**src/rtl/tt6581_spi_pkg.sv**
```systemverilog
// Shared types and helpers for the tt6581 SPI command master.
package tt6581_spi_pkg;

    typedef enum logic [2:0] {StIdle, StSetup, StShift, StHold, StGap} state_e;

    function automatic int unsigned frame_w(input int unsigned addr_w, input int unsigned data_w);
        return 1 + addr_w + data_w;
    endfunction

endpackage

```
**src/rtl/spi_cmd_fifo.sv**
```systemverilog
// Synchronous command FIFO; pointers carry an extra wrap bit to tell full from empty.
module spi_cmd_fifo #(
    parameter int unsigned Width = 16,
    parameter int unsigned Depth = 4
) (
    input  logic             clk_i,
    input  logic             rst_ni,
    input  logic             push_i,
    input  logic [Width-1:0] wdata_i,
    input  logic             pop_i,
    output logic [Width-1:0] rdata_o,
    output logic             full_o,
    output logic             empty_o
);
    localparam int unsigned PtrW = $clog2(Depth);
    localparam logic [PtrW:0] PtrOne = (PtrW + 1)'(1);

    logic [PtrW:0]      wptr_q;
    logic [PtrW:0]      rptr_q;
    logic [Width-1:0]   mem_q [Depth];

    assign full_o  = (wptr_q[PtrW] != rptr_q[PtrW]) &&
                     (wptr_q[PtrW-1:0] == rptr_q[PtrW-1:0]);
    assign empty_o = (wptr_q == rptr_q);
    assign rdata_o = mem_q[rptr_q[PtrW-1:0]];

    always_ff @(posedge clk_i) begin
        if (!rst_ni) begin
            wptr_q <= '0;
            rptr_q <= '0;
        end else begin
            if (push_i && !full_o) begin
                wptr_q <= wptr_q + PtrOne;
            end
            if (pop_i && !empty_o) begin
                rptr_q <= rptr_q + PtrOne;
            end
        end
    end

    always_ff @(posedge clk_i) begin
        if (push_i && !full_o) begin
            mem_q[wptr_q[PtrW-1:0]] <= wdata_i;
        end
    end

endmodule

```
**src/rtl/spi_cmd_master.sv**
```systemverilog
// SPI master (CPOL=0, CPHA=0) that turns queued register commands into {we, addr, data} frames.
module spi_cmd_master
    import tt6581_spi_pkg::*;
#(
    parameter int unsigned ADDR_W        = 7,
    parameter int unsigned DATA_W        = 8,
    parameter int unsigned DEPTH         = 4,
    parameter int unsigned CLK_DIV       = 2,
    parameter int unsigned CS_GAP        = 4,
    parameter bit          CS_ACTIVE_LOW = 1'b1
) (
    input  logic              clk_i,
    input  logic              rst_ni,
    input  logic              cmd_valid_i,
    output logic              cmd_ready_o,
    input  logic              cmd_we_i,
    input  logic [ADDR_W-1:0] cmd_addr_i,
    input  logic [DATA_W-1:0] cmd_wdata_i,
    output logic              rsp_valid_o,
    output logic [DATA_W-1:0] rsp_rdata_o,
    output logic              busy_o,
    output logic              sclk_o,
    output logic              cs_o,
    output logic              mosi_o,
    input  logic              miso_i
);
    localparam int unsigned FRAME_W = frame_w(ADDR_W, DATA_W);
    localparam int unsigned HalfW   = $clog2(CLK_DIV + 1);
    localparam int unsigned BitW    = $clog2(FRAME_W + 1);
    localparam int unsigned GapW    = $clog2(CS_GAP + 1);

    localparam logic             CsOn     = CS_ACTIVE_LOW ? 1'b0 : 1'b1;
    localparam logic [HalfW-1:0] HalfLoad = HalfW'(CLK_DIV - 1);
    localparam logic [HalfW-1:0] HalfOne  = HalfW'(1);
    localparam logic [BitW-1:0]  BitLoad  = BitW'(FRAME_W - 1);
    localparam logic [BitW-1:0]  BitOne   = BitW'(1);
    localparam logic [GapW-1:0]  GapLoad  = GapW'(CS_GAP - 1);
    localparam logic [GapW-1:0]  GapOne   = GapW'(1);

    typedef struct packed {
        logic              we;
        logic [ADDR_W-1:0] addr;
        logic [DATA_W-1:0] wdata;
    } cmd_t;

    cmd_t               push_cmd;
    logic [FRAME_W-1:0] pop_word;
    logic               fifo_full;
    logic               fifo_empty;
    logic               pop;

    state_e             state_q;
    logic [HalfW-1:0]   half_q;
    logic [BitW-1:0]    bit_q;
    logic [GapW-1:0]    gap_q;
    logic [FRAME_W-1:0] tx_q;
    logic [DATA_W-1:0]  rx_q;
    logic               we_q;
    logic               sclk_q;
    logic               cs_q;
    logic               mosi_q;
    logic               rsp_valid_q;
    logic [DATA_W-1:0]  rsp_rdata_q;

    // Reads put zeros on the wire in the data field.
    always_comb begin
        push_cmd       = '0;
        push_cmd.we    = cmd_we_i;
        push_cmd.addr  = cmd_addr_i;
        push_cmd.wdata = cmd_we_i ? cmd_wdata_i : '0;
    end

    assign pop = (state_q == StIdle) && !fifo_empty;

    spi_cmd_fifo #(
        .Width (FRAME_W),
        .Depth (DEPTH)
    ) u_fifo (
        .clk_i   (clk_i),
        .rst_ni  (rst_ni),
        .push_i  (cmd_valid_i),
        .wdata_i (push_cmd),
        .pop_i   (pop),
        .rdata_o (pop_word),
        .full_o  (fifo_full),
        .empty_o (fifo_empty)
    );

    always_ff @(posedge clk_i) begin
        if (!rst_ni) begin
            state_q     <= StIdle;
            half_q      <= '0;
            bit_q       <= '0;
            gap_q       <= '0;
            tx_q        <= '0;
            rx_q        <= '0;
            we_q        <= 1'b0;
            sclk_q      <= 1'b0;
            cs_q        <= ~CsOn;
            mosi_q      <= 1'b0;
            rsp_valid_q <= 1'b0;
            rsp_rdata_q <= '0;
        end else begin
            rsp_valid_q <= 1'b0;
            unique case (state_q)
                StIdle: begin
                    if (pop) begin
                        state_q <= StSetup;
                        half_q  <= HalfLoad;
                        cs_q    <= CsOn;
                        mosi_q  <= pop_word[FRAME_W-1];
                        tx_q    <= {pop_word[FRAME_W-2:0], 1'b0};
                        we_q    <= pop_word[FRAME_W-1];
                    end
                end
                StSetup: begin
                    if (half_q == '0) begin
                        state_q <= StShift;
                        half_q  <= HalfLoad;
                        bit_q   <= BitLoad;
                        sclk_q  <= 1'b1;
                        rx_q    <= {rx_q[DATA_W-2:0], miso_i};
                    end else begin
                        half_q <= half_q - HalfOne;
                    end
                end
                StShift: begin
                    if (half_q != '0) begin
                        half_q <= half_q - HalfOne;
                    end else begin
                        half_q <= HalfLoad;
                        if (sclk_q) begin
                            sclk_q <= 1'b0;
                            // Final falling edge ends the frame; the wire idles low.
                            if (bit_q == '0) begin
                                state_q <= StHold;
                                mosi_q  <= 1'b0;
                            end else begin
                                mosi_q <= tx_q[FRAME_W-1];
                                tx_q   <= tx_q << 1;
                                bit_q  <= bit_q - BitOne;
                            end
                        end else begin
                            sclk_q <= 1'b1;
                            rx_q   <= {rx_q[DATA_W-2:0], miso_i};
                        end
                    end
                end
                StHold: begin
                    if (half_q == '0) begin
                        state_q <= StGap;
                        gap_q   <= GapLoad;
                        cs_q    <= ~CsOn;
                        if (!we_q) begin
                            rsp_valid_q <= 1'b1;
                            rsp_rdata_q <= rx_q;
                        end
                    end else begin
                        half_q <= half_q - HalfOne;
                    end
                end
                StGap: begin
                    if (gap_q == '0) begin
                        state_q <= StIdle;
                    end else begin
                        gap_q <= gap_q - GapOne;
                    end
                end
                default: state_q <= StIdle;
            endcase
        end
    end

    assign cmd_ready_o = !fifo_full;
    assign busy_o      = (state_q != StIdle) || !fifo_empty;
    assign sclk_o      = sclk_q;
    assign cs_o        = cs_q;
    assign mosi_o      = mosi_q;
    assign rsp_valid_o = rsp_valid_q;
    assign rsp_rdata_o = rsp_rdata_q;

endmodule
```
**config.mk**
```make
export PLATFORM = sky130hd
export DESIGN_NAME = spi_cmd_master
export DESIGN_NICKNAME = d
export VERILOG_FILES = /design/src/rtl/tt6581_spi_pkg.sv /design/src/rtl/spi_cmd_fifo.sv /design/src/rtl/spi_cmd_master.sv
export SDC_FILE = /design/constraint.sdc
export NUM_CORES = 1
export LEC_CHECK = 0
export CAP_MARGIN = 20
export CORE_UTILIZATION = 55
export CTS_BUF_LIST = sky130_fd_sc_hd__clkbuf_8
export CTS_CLUSTER_SIZE = 40
export DETAILED_ROUTE_END_ITERATION = 7
export PLACE_DENSITY = 0.78
export RECOVER_POWER = 50
export REMOVE_ABC_BUFFERS = 1
export SYNTH_ARGS = -nofsm -noshare
export SYNTH_HDL_FRONTEND = slang
export SYNTH_SLANG_ARGS = --single-unit
```
**constraint.sdc**
```tcl
create_clock -name clk_i -period 2.15 [get_ports clk_i]
set_clock_uncertainty 0.1 [all_clocks]
set_input_delay 0.215 -clock clk_i [delete_from_list [all_inputs] [get_ports clk_i]]
set_output_delay 0.215 -clock clk_i [all_outputs]
set_load 0.01 [all_outputs]
```
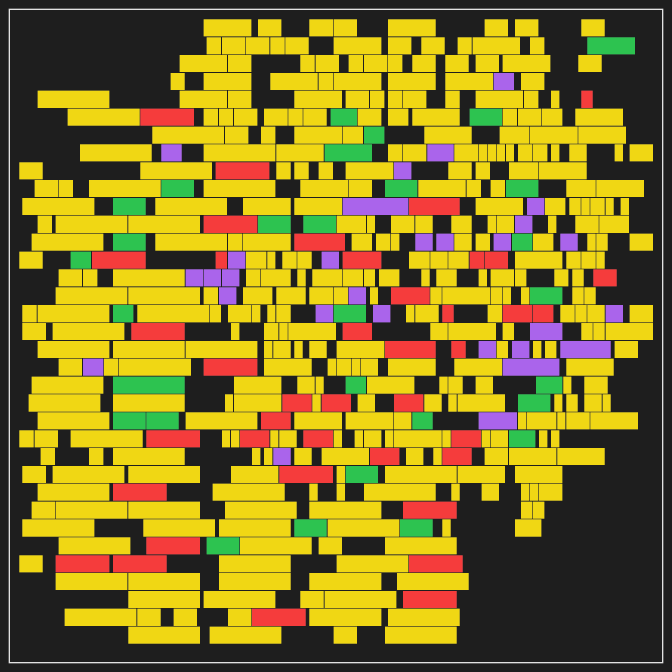
**Above:** run 1 (drive-strength map).
color	size	cells	share
green	x6 and larger	29	6.3%
purple	x3 and x4	29	6.3%
red	x2	40	8.7%
yellow	x1 and smaller	361	79%
final worst slack: 0.0291 ns
Final Cell Area: 0.00617 mm^2
Non-CTS buffers: 57

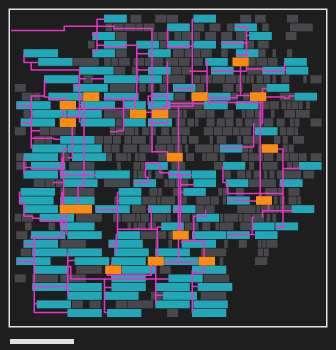
**Above:** run 1 (routed clock nets over the placement).
The bar under the picture is 20 um long.
[orange] clock-net drivers | count: 17
[cyan] flip-flops | count: 121
[magenta] clock wires | length: 1350 um
routed clock nets	18
flops lie	widely spread

==> impl_metrics.env, run 1 <==
# flow metrics
export IMPL_status="finished, final reports clean"
export IMPL_reg2reg_depth=7
export IMPL_vdd_drop_max_mv=0.726
export IMPL_hold_start="miso_i"
export IMPL_end_kind="output pin"
export IMPL_r2r_start="half_q[0]"
export IMPL_port_buffers=33
export IMPL_cts_tree="done"
export IMPL_worstSetupPathType="reg2out"
export IMPL_grt_pass1_vias=3148
export IMPL_tightest_slew_ns=0.473
export IMPL_required_ns=1.84
export IMPL_hold_viol_final=0
export IMPL_yosys_warnings=0
export IMPL_fill_cells=651
export IMPL_fin_crit_ns=2.12
export IMPL_relSlewSlack_pct=68.4
export IMPL_clkTransAtPathRegs_ns=0.08
export IMPL_hpwlAfterDp_um=5880
export IMPL_internal_power_mw=4.73
export IMPL_synthFlopType="edfxtp_1"
export IMPL_arrival_ns=1.81
export IMPL_top_layer="met4"
export IMPL_grt_max_degree=59
export IMPL_setup_violations=0
export IMPL_grt_ovfl_total=0
export IMPL_comb_power_share_pct=31.2
export IMPL_min_to="rx_q[0]"
export IMPL_antenna_found_initial=0
export IMPL_pre_cts_ws_ns=0.0704
export IMPL_whs_path_depth=3
export IMPL_cts_made_buffers=17
export IMPL_synth_cellmix_adderShare_pct=2.40
export IMPL_ff2ff_setup_slack_ns=0.08
export IMPL_ys_area_mm2=0.00520
export IMPL_cp_endpoint="busy_o"
export IMPL_avgViaCountPerCell=5.50
export IMPL_most_common_layout_cells="64 x edfxtp_1, 54 x dfxtp_1, 42 x nand2_1, 22 x nor2b_1, 21 x mux2i_1"
export IMPL_rows=35
export IMPL_maxSlewViolCount=0
export IMPL_diodes=0
export IMPL_avgSynthCellArea_um2=13.3
export IMPL_rsz0062_at_grt="yes"
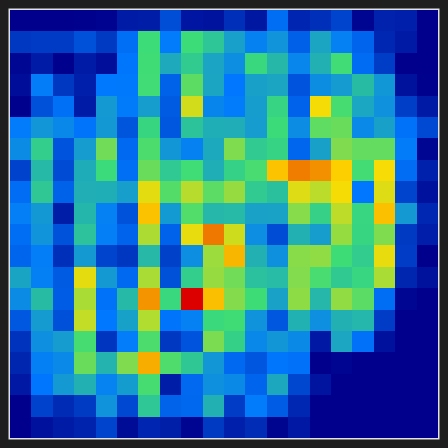
**Above:** run 1 (wiring heat map).
20 x 20 tiles, from dark blue (low) to red (high), scaled to the fullest tile. Values are wire area over tile area, all layers added.
tiles over half the peak	20%
fullest tile	0.49
mean over tiles	0.15
Detailed Route WL: 9220 um
total number of vias: 3137
DR WL/cell: 16.2 um
gr usage total: 20.7%

run 1: power by group through the flow:
stage | Combinational, mW | Clock, mW | Sequential, mW
floorplan | 1.47 | 0 | 3.04
CTS | 2.28 | 2.01 | 2.95
global route | 2.46 | 2.12 | 2.99
detailed placement | 2.24 | 0 | 2.98
global placement | 2.19 | 0 | 2.97
finish | 2.24 | 1.97 | 2.95
run 1: repair_timing:
item	CTS	global route
setup endpoints to repair	2	16
buffers inserted	2	1
endpoints found under the hold margin	0	0
pin swaps	2	1
resized	7	3
run 1: worst max-delay path: stages, from the launching register on:
cell,delay [ns]
dfxtp_1,0.43
xor2_2,0.26
nor3_2,0.07
nand2_1,0.09
clkdlybuf4s50_1,0.53
run 1: flip-flops by register name, summed over array words and instances (netlist names), named ones only:
name           flops
we_q               1
u_fifo.rptr_q      3
bit_q              5
rx_q               8
u_fifo.wptr_q      3
u_fifo.mem_q      64
state_q            3
rsp_rdata_o        8
tx_q              15
half_q             2
sclk_o             1
mosi_o             1
rsp_valid_o        1
cs_o               1
gap_q              3
run 1: per-layer routing:
metal	vias up	GRT usage (%)
li1	1561	-
met1	1497	26.6
met2	64	33.1
met3	15	4.71
met4	0	10.5
met5	-	0
run 1: metrics by stage:
step                hold WS [ns]  power [mW]  utilization [%]
floorplan                  0.214        4.52                -
global route               0.296        7.56             67.1
detailed placement         0.355        5.22             62.3
global placement           0.343        5.16             62.3
CTS                        0.291        7.25             67.1
finish                     0.308        7.15             67.1
run 1: final cells by class:
| class | count | share of cell area (%) |
|---|---|---|
| clock buffers | 17 | 3.79 |
| multi-input cells | 236 | 32.5 |
| clock inverters | 15 | 2.51 |
| well taps | 111 | 2.25 |
| inverters | 13 | 0.791 |
| flip-flops and latches | 121 | 49.7 |
| repair buffers | 57 | 8.51 |
==> inputs of run 2 (changes only) <==
- CORE_UTILIZATION: 55 -> 59
- DONT_BUFFER_PORTS: default -> 1
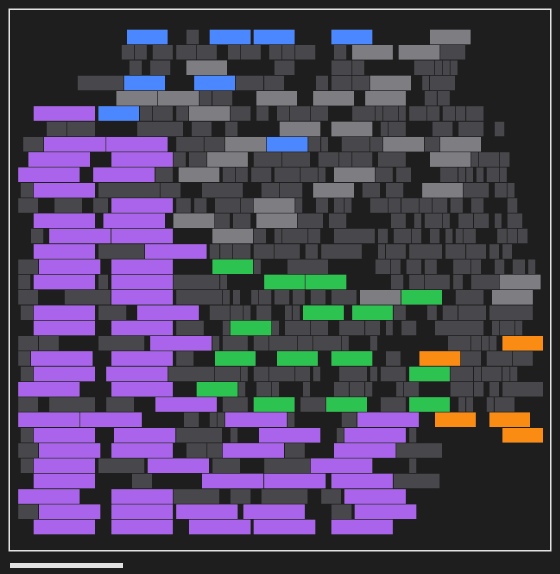
**Above:** run 2 (register map, names as in the netlist).
The bar under the picture is 20 um long. Other sequential cells in the stronger gray, the rest of the logic in the fainter gray.
color	signal	placed flops
green	`tx_q`	15
purple	`u_fifo.mem_q`	64
orange	`bit_q`	5
blue	`rsp_rdata_o`	8

==> run 2 against run 1 <==
Net effect: area after synthesis stayed put; clock-buffer cell count stayed put; sequential cell count stayed put; non-clock buffer count is 23 lower; first-iteration DRC count is 72% higher; critical path type is now reg2reg; critical endpoint is now u_fifo.mem_q[3][15]; largest cell class unchanged.
==> impl_metrics.env, run 2 <==
# flow metrics
export IMPL_status="finished, final reports clean"
export IMPL_mux_area_share_pct=11.0
export IMPL_diodes=0
export IMPL_critPathLaunchType="register"
export IMPL_clkTransAtPathRegs_ns=0.08
export IMPL_grt_pass1_vias=2959
export IMPL_hp_class="in2reg"
export IMPL_grt_max_degree=59
export IMPL_finalNetCount=453
export IMPL_relSlewSlack_pct=54.9
export IMPL_async_reset_ff_share_pct=0
export IMPL_grt_use_met1_pct=26.8
export IMPL_synthCells=392
export IMPL_detail_route_wl_per_cell_um=16.7
export IMPL_fin_area_mm2=0.00594
export IMPL_yosysMostFrequentCell="edfxtp_1"
export IMPL_largest_area_cell="edfxtp_1"
export IMPL_whs_ns=0.00594
export IMPL_synth_cellmix_adderShare_pct=2.40
export IMPL_required_ns=2.19
export IMPL_drc=0
export IMPL_fin_crit_ns=2.02
export IMPL_worstSetupPathType="reg2reg"
export IMPL_tightest_slew_ns=0.668
export IMPL_cts_tree="done"
export IMPL_ys_area_mm2=0.00520
export IMPL_ios=34
export IMPL_lay_top_count="edfxtp_1"
export IMPL_common_cells="64 x edfxtp_1, 57 x dfxtp_1, 42 x nand2_1"
export IMPL_simple_gate_share_pct=13.1
export IMPL_seq_area_mm2=0.00306
export IMPL_arrival_ns=2.05
export IMPL_vdd_drop_max_mv=0.649
export IMPL_logic_family="simple AND/OR/NAND/NOR gates"
export IMPL_port_buffers=0
export IMPL_met3_usage_pct=6.16
export IMPL_cts_made_buffers=17
export IMPL_maxSlewViolCount=0
export IMPL_grtUsageMet2_pct=35.7
export IMPL_yosys_warnings=0
export IMPL_wirelength_um=9050
export IMPL_most_common_layout_cells="64 x edfxtp_1, 57 x dfxtp_1, 42 x nand2_1, 22 x nor2b_1, 21 x mux2i_1"
export IMPL_busiest_layer="met2"
export IMPL_avgViaCountPerCell=5.72
export IMPL_end_kind="register"
export IMPL_synthToLayoutAreaGrowth_pct=14.2
export IMPL_top_area_share_pct=36.9
export IMPL_rsz0062_at_grt="no"
export IMPL_synthFlopType="edfxtp_1"
export IMPL_grt_usage_pct=21.6
export IMPL_initCoreUtil_pct=62.1
export IMPL_antenna_found_initial=0
export IMPL_final_antenna_net_count=0
export IMPL_setup_violations=0
export IMPL_largest_reg_flops=64
export IMPL_hpwlAfterDp_um=5560
export IMPL_ys_flops=121
export IMPL_vias=3093
export IMPL_grt_ovfl_total=0
export IMPL_htreeDepth=4
export IMPL_clock_latency_ns=0.43
export IMPL_max_freq_mhz=496
export IMPL_path_max_fanout=16
export IMPL_avgSynthCellArea_um2=13.3
export IMPL_hold_viol_final=0
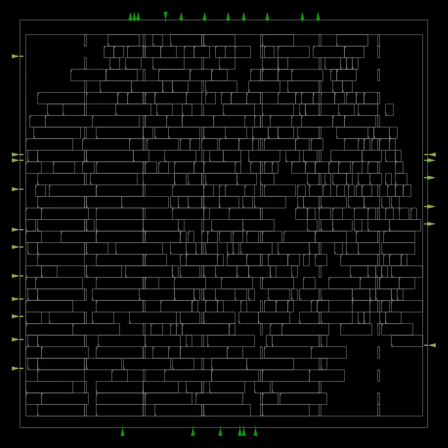
**Above:** run 2 (placed standard cells).
fillcell total: 550
flop share of the area: 51.5%
Tap Cells: 105
Std-Cell Rows: 33
final core occ: 70.9%

[run 2: cell counts after synthesis]
Identical to the previous run, type by type.
[run 2: power breakdown]
group / switching, mW / internal [mW]
sequential: 0.242 / 2.73
clock: 0.994 / 0.957
combinational: 1.14 / 0.911
[run 2: critical path: stages, from the launching register on]
cell,delay [ns]
dfxtp_1,0.41
xor2_1,0.46
o31a_1,0.35
and2_1,0.23
buf_12,0.18
[run 2: repair_timing]
action	4_1_cts	5_1_grt
buffers inserted	0	0
endpoints found under the hold margin	121	0
gates resized	0	1
hold buffers	18	0
setup endpoints to repair	0	15
[run 2: per-stage QoR]
step / instances / power (mW) / utilization [%] / worst slack, ns / setup TNS (ns)
after CTS: 541 / 7.07 / 71.1 / 0.0534 / 0
after floorplan: 370 / 4.52 / - / -0.0728 / -0.921
after global routing: 541 / 7.36 / 70.9 / 0.0124 / 0
final: 541 / 6.97 / 70.9 / 0.133 / 0
after detailed placement: 491 / 5.05 / 64.2 / 0.0768 / 0
after global placement: 491 / 5.00 / 64.2 / 0.165 / 0
[run 2: layout make-up]
type	instances	area share, %
Inverter	13	0.821
Timing Repair Buffer	34	5.85
Sequential cell	121	51.5
Clock inverter	15	2.57
Clock buffer	17	3.94
Multi-Input combinational cell	236	33.1
Tap cell	105	2.21
[run 2: final timing paths]
path,slack (ns),cells past startpoint,start,endpoint
worst min register to register,0.37,2,tx_q[2],tx_q[3]
worst max-delay path,0.13,4,u_fifo.wptr_q[0],u_fifo.mem_q[3][15]
worst max register to register,0.13,4,u_fifo.wptr_q[0],u_fifo.mem_q[3][15]
worst min-delay path,0.006,2,rst_ni,bit_q[2]
[run 2: layer usage]
layer  vias up  part of all wire [%]
met5         -                     0
li1       1524                     -
met1      1508                    46
met3         9                   3.2
met4         0                   1.3
met2        52                    50
==> inputs of run 3 (changes only) <==
- ABC_AREA: default -> 1
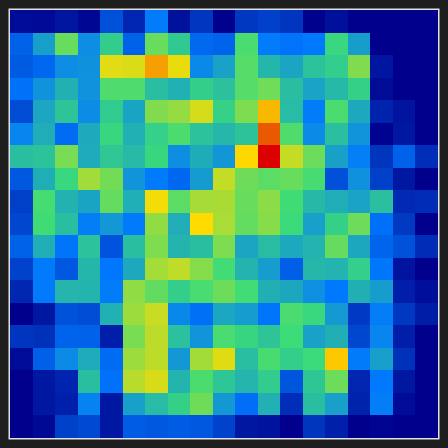
**Above:** run 3 (wiring heat map).
19 x 19 tiles, from dark blue (low) to red (high), scaled to the fullest tile. Values are wire area over tile area, all layers added.
mean over tiles	0.18
nearly empty tiles	9.4%
densest ninth of the die	center
fullest tile	0.57

==> run 3 against run 2 <==
Net effect: clock-buffer cell count is the same; sequential share of layout area grew 0.15 points; critical endpoint is now cs_o; critical path type unchanged; sequential power grew 5%; hold slack gained 0.035 ns; largest power group unchanged; fmax grew 0.62%.
==> impl_metrics.env, run 3 <==
# flow metrics
export IMPL_yosysMostFrequentCell="nor2_1"
export IMPL_path_max_fanout=7
export IMPL_top_area_share_pct=36.9
export IMPL_final_antenna_net_count=0
export IMPL_ios=34
export IMPL_hold_viol_final=0
export IMPL_critPathLaunchType="register"
export IMPL_status="finished, final reports clean"
export IMPL_detail_route_wl_per_cell_um=14.3
export IMPL_seq_area_mm2=0.00306
export IMPL_cts_resized=0
export IMPL_relSlewSlack_pct=43.3
export IMPL_max_freq_mhz=499
export IMPL_grt_max_degree=50
export IMPL_grt_pass1_vias=3726
export IMPL_cpMostUsedCell="nand2_1"
export IMPL_cpPeakStageDelay_ns=0.57
export IMPL_avgViaCountPerCell=5.34
export IMPL_dp_cells=691
export IMPL_fin_crit_ns=2.00
export IMPL_vdd_drop_max_mv=0.688
export IMPL_utilization_pct=70.7
export IMPL_common_cells="146 x nor2_1, 116 x nand2_1, 69 x o21ai_0"
export IMPL_pre_cts_ws_ns=0.289
export IMPL_grt_usage_pct=25.1
export IMPL_hpwlAfterDp_um=6490
export IMPL_ys_area_mm2=0.00521
export IMPL_cp_slowest_cell="dlygate4sd3_1"
export IMPL_synthFlopType="edfxtp_1"
export IMPL_fill_cells=608
export IMPL_ys_flops=121
export IMPL_drc=0
export IMPL_async_reset_ff_share_pct=0
export IMPL_min_to="u_fifo.wptr_q[0]"
export IMPL_cp_endpoint="cs_o"
export IMPL_rsz0062_at_grt="no"
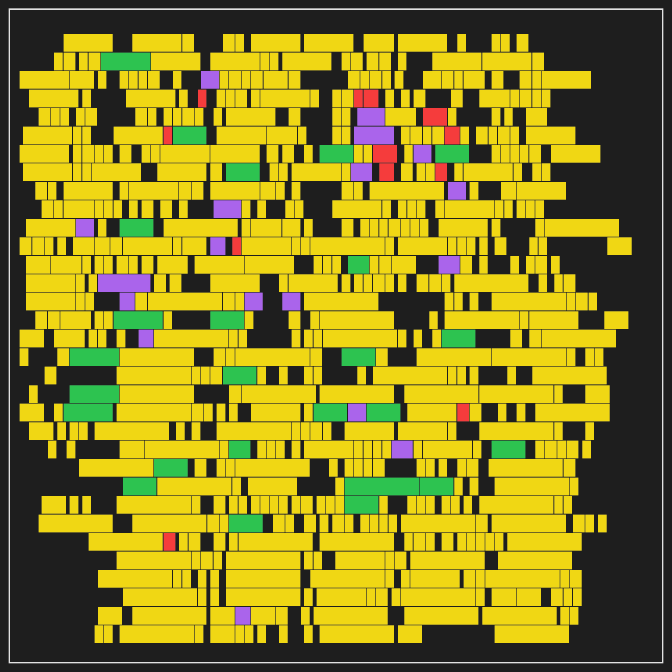
**Above:** run 3 (drive-strength map).
color	size	cells	share
purple	x3 and x4	18	2.8%
yellow	x1 and smaller	584	91%
red	x2	12	1.9%
green	x6 and larger	25	3.9%
area added between synthesis and finish: 13.7%
Final Cell Area: 0.00592 mm^2

[run 3: cell count changes after synthesis, moves of 8 or more]
cell,before,now
nand3_1,5,13
nand2_1,42,116
inv_1,13,53
and2_1,17,0
o21ai_0,4,69
o31ai_1,16,0
mux4_2,16,0
nor2_1,7,146
a31oi_2,10,0
a21oi_1,7,15
nor2b_1,22,0
mux2i_1,21,0
[run 3: area by class of cell]
type                       count  area share, %
timing repair buffer          31           5.83
sequential                   121           51.7
multi-input combinational    397           30.5
clock inverter                15           2.11
tap                          105           2.22
antenna                        1         0.0422
clock buffer                  17           3.95
inverter                      58           3.67
[run 3: logic make-up after synthesis]
logic type / synth area share (%)
flops: 58.8
fa+ha+maj: 2.40
xor+xnor: 0.504
compound gates: 9.15
buf+inv: 6.27
simple gates: 22.9
[run 3: metal layers]
metal / wire [um] / GRT usage, % / vias to the layer above
met5: 0 / 0 / -
met1: 4590 / 31.7 / 1859
met4: 127 / 9.45 / 0
met2: 5270 / 41.0 / 123
met3: 642 / 7.42 / 12
li1: - / - / 1986
[run 3: timing repair]
item                      4_1_cts  5_1_grt
setup buffers                   0        0
hold endpoints to repair      120        0
hold buffers                   21        0
[run 3: worst reg2reg max path: cells and delay by family (launching register included)]
family        cells  cell delay, ns
buf+inv           2            0.68
flops             1            0.41
simple gates      5            0.69
[run 3: report_power, final]
part | switching, mW | internal (mW) | total, mW
registers | 0.262 | 2.86 | 3.12
clock network | 0.927 | 0.915 | 1.84
logic | 1.84 | 0.913 | 2.75
Power figures rest on the tool's default switching activity, not on a simulated workload.
